==> config.mk <==
export PLATFORM = sky130hd
export DESIGN_NAME = mem_port_arbiter
export DESIGN_NICKNAME = d
export VERILOG_FILES = /design/src/rtl/mem_port_arbiter.sv
export SDC_FILE = /design/constraint.sdc
export NUM_CORES = 1
export LEC_CHECK = 0
export ABC_CLOCK_PERIOD_IN_PS = 6500
export CAP_MARGIN = 20
export CORE_MARGIN = 10
export CORE_UTILIZATION = 38
export DETAILED_ROUTE_END_ITERATION = 16
export PLACE_DENSITY = 0.87
export SLEW_MARGIN = 10
export SYNTH_ARGS = -nofsm -noshare
export SYNTH_HDL_FRONTEND = slang
export SYNTH_SLANG_ARGS = --single-unit
==> constraint.sdc <==
create_clock -name clk -period 6.5 [get_ports clk]
set_input_delay 0.65 -clock clk [delete_from_list [all_inputs] [get_ports clk]]
set_output_delay 0.65 -clock clk [all_outputs]
set_load 0.01 [all_outputs]
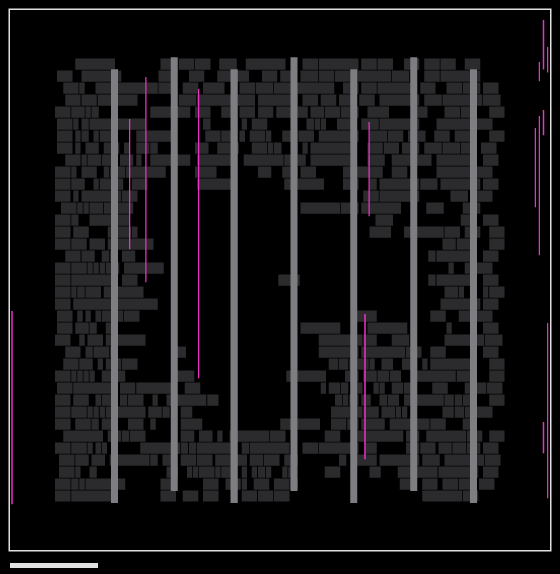
m4.png
Scale bar: 20 µm. Supply wires on this layer in gray.
The layer holds 2.9% of the routed length. 12 nets have wire on it. The layer carries 359 µm of wire. The wires run mostly vertical.
total wirelength of the detailed-routed design: 12.3 mm
vias post-DR: 3174

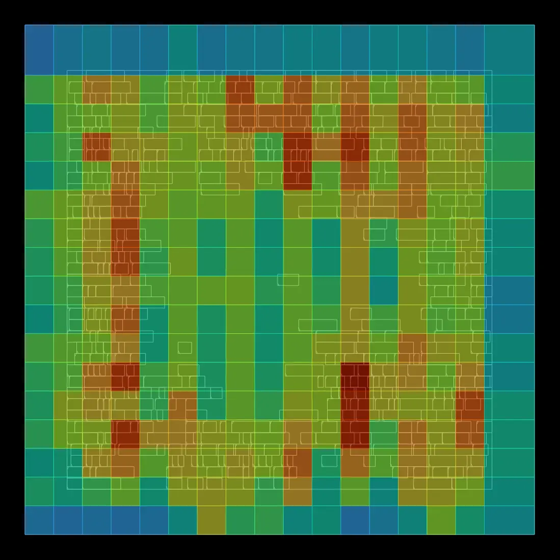
congestion_map.png
layer with the highest usage after global routing: met2
GRT Overall Usage: 16.0%
met1 track utilization from global routing: 17.7%

==> reports/metrics.cfg <==
[outcome]
run_status = finished, final reports clean

[route]
route.met3.wl_mm = 1.32
met2WireLength_mm = 5.84
post-route-drc-count = 0
avgRoutedWirePerCell_um = 19.1
detail_route.iter0.violations = 155
ant_nets = 0
drt_pass1_iterations = 4
avgViaCountPerCell = 4.94
post_route_met1_wirelength_mm = 4.76

[power_and_ir_drop]
p_clk_share_pct = 15.1
totalPowerFinal_uw = 2450
power_top_consumer = combinational logic
share_comb_of_total_power_pct = 49.5
pwr_cell_area_nw_per_um2 = 427
sw_frac_of_total_pct = 34.6
power_report.internal_total_uw = 1600
power.ir.vdd_worst_uv = 197
powerSeq_uw = 866
total_leakage_power_uw = 0.00256
power_switching_uw = 848

[clocking]
post_cts_resized = 0
clock_latency_late_sink_ns = 0.36
htree_num_levels = 3
cts_tree = done
cts_root_buf = clkbuf_8
cts.sinks = 79
number_of_buffers_added_by_the_clock_tree_synthesis_step = 9
hold_buffers = 0
postCtsSetupRepairBufs = 0

[layout]
drive_gt1_share_pct = 11.2
syn_to_final_growth_pct = 43.8
layout.filler_cells = 863
area.share.sequential_pct = 34.5
number_of_buffers_outside_the_clock_class_in_the_layout = 194
clockNetworkAreaShare_pct = 3.45
multi_input_comb_area_um2 = 1150
buf_share_pct = 34.3
fin_nets = 649
finish.cell_count_without_fillers = 643
antenna-diode-count = 0
final_area_um2 = 5740
layout.cells.most_common_list = 189 x clkdlybuf4s50_1, 79 x dfrtp_1, 72 x inv_1
post-route-util_pct = 55.8
sh_comb_area_pct = 20.0
ff_latch_area_um2 = 1980

[min_path]
holdCritPathClass = reg2reg
min_delay_path_depth = 2

[final_timing]
final.setup.worst_slack_ns = 3.32
tns_ns = 0
hold_violations = 0
rsz0062_at_grt = false
whs_ns = 0.511
drv_slew = 0
min_period_ns = 3.18
finalClockSkew_ns = 0.00741
peak_clock_frequency_supported_by_timing_mhz = 314
relSlewSlack_pct = 41.8
timing.final.crit_share_pct = 48.9
worst_pin_slew_ns = 0.873

[worst_setup_path]
r2r_setup_slack_ns = 4.33
setup.worst_path.class = in2out
worst_path_dominant_cell_family = buffers and inverters
cp_slowest_cell = clkdlybuf4s50_1
path_common_cell = clkdlybuf4s50_1
r2r_cells = 5
timing.critical_path.cells = clkdlybuf4s50_1, or3b_1, a211oi_1, clkdlybuf4s50_1
timing.critical_path.slowest_cell_delay_ns = 0.60
critical_path.n_buffers_inverters = 2
startpoint_types = primary input
cp-end-kind = primary output

[yosys]
synth-seq-area-share_pct = 49.6
post_synthesis_simple_gate_area_fraction_pct = 3.80
synth.top_cells.by_count = 79 x dfrtp_1, 73 x inv_1, 65 x buf_4
synth_adder_area_share_pct = 0.627
yosys-mux-area-fraction_pct = 9.03
yosys.area_share.aoi_pct = 15.2
synth-cells-yosys = 380
number_of_distinct_library_cell_variants_in_the_gate_level_netlist_after_synthesis = 32
netlist_top_cells_area = dfrtp_1 50%, buf_4 12%, mux2_2 9.0%
synth_dominant_cell_count = dfrtp_1
synthesis.area_um2 = 3990
postSynth.asyncResetShare_pct = 100
synth.comb.largest_family = buffers and inverters
numSynthFlops = 79
synth-warning-count = 0
synth.avg_cell_area_um2 = 10.5
synth_top_area_share_pct = 49.6

[global_routing]
grt_pass1_vias = 3405
antenna_found_initial = 0
grt_util_met3_pct = 7.16
grt-ovfl-total = 0
wire_length_of_the_first_global_routing_pass_mm = 18.7

[die]
dieArea_um2 = 15000
well_tap_cells = 136
floorplan.rows = 37
die.size.x_um = 122
core_area_um2 = 10300
die_height_um = 122
floorplan.core_util_pct = 38.8

[place]
buffer_ports.inserted = 189
placed_cells_incl_taps = 627
placed_cell_area_um2 = 5540
post-dp-hpwl_mm = 9.46

[job]
number_of_warnings_the_tools_reported = 27

